Design seq_div_flat, sky130hd; sources not shown.
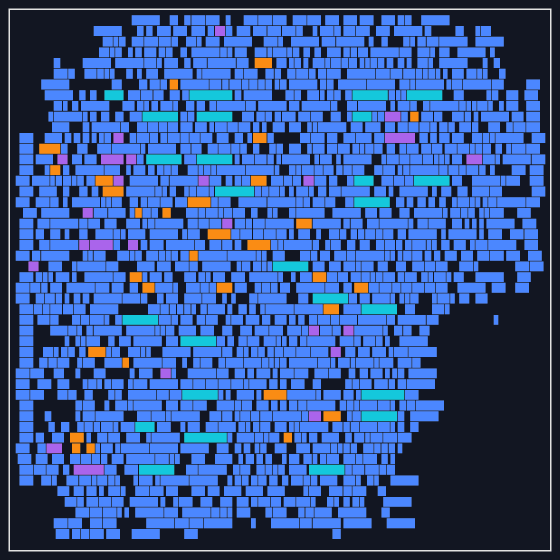
Figure 1: drive-strength map.
color	size	cells
orange	x2	30
blue	x1 and smaller	1,374
purple	x3 and x4	24
cyan	x6 and larger	25
worst setup margin: 3.63 ns
Signal buffers: 114
Area Growth Syn to Fin: 15.2%
Finished Cell Area: 12,600 um^2

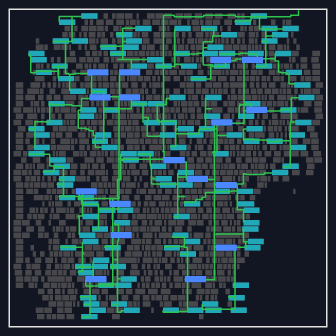
Figure 2: clock network drawn from the DEF.
[green] clock wires | length: 1,780 um
[blue] clock-net drivers | count: 17
[cyan] flip-flops | count: 139
flops lie	widely spread
Worst-Skew Late Latency: 0.43 ns
clk_skew: 0.00738 ns
Clock power frac: 0.231

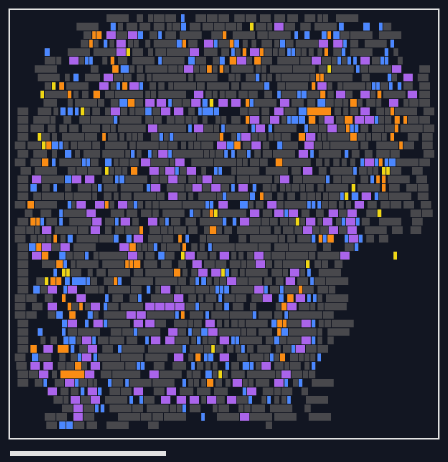
Figure 3: logic cells by family.
Scale bar: 50 um.
color	family	cells
orange	nor cells	94
purple	xor and xnor cells	176
yellow	inv cells	26
blue	nand cells	248
Commonest Layout Cell: nand2_1
Comb area share: 0.611
fin cells: 1,682

==> impl_metrics.json <==
{
  "cp_slowest_cell": "a221o_1",
  "power_combinational_mw": 1.74,
  "start_kind": "flip-flop",
  "critPathMaxFanout": 33,
  "ff_latch_area_um2": 2780,
  "place_congestion": 0.943,
  "syn-mean-instance-area_um2": 7.81,
  "finalSetupTns_ns": 0,
  "clk_share": 0.0493,
  "port_buffers": 102,
  "fmax_ghz": 0.252,
  "met1_length_um": 13100,
  "power-top-group": "combinational cells",
  "drc": 0,
  "rrSetupSlack_ns": 3.63,
  "crit_cells": 14,
  "seq_cell_count": 139,
  "critPathCaptureType": "flip-flop",
  "drtAntennaViolNets": 0,
  "placed_area_um2": 12000,
  "min_delay_path_depth": 2,
  "cp.arrival_ns": 4.30,
  "timing.final.crit_share": 0.523,
  "r2r_cells": 14,
  "layout_top_cells": "nand2_1, o21ai_0, dfxtp_1, clkdlybuf4s50_1, xor2_1",
  "initCoreUtil": 0.611,
  "antennaDiodeCount": 0,
  "fp.dieH_um": 137,
  "antenna_found_initial": 0,
  "p_seq_mw": 1.18,
  "min_period_ns": 3.97,
  "totalPowerFinal_mw": 3.79,
  "root_buffer": "clkbuf_16",
  "routed_wl_um": 33000,
  "p_comb_frac": 0.459,
  "grt_use_met2": 0.556,
  "peakVddDrop_v": 0.000570,
  "p_int_mw": 2.14,
  "path_delay_family": "AND-OR/OR-AND gates",
  "final-nonclk-buf-share": 0.0893,
  "p_leak_nw": 4.90,
  "n_fill_cell": 1336,
  "status": "complete, no violations"
}
No activity file was given, so power comes from the tool's default toggle rates.
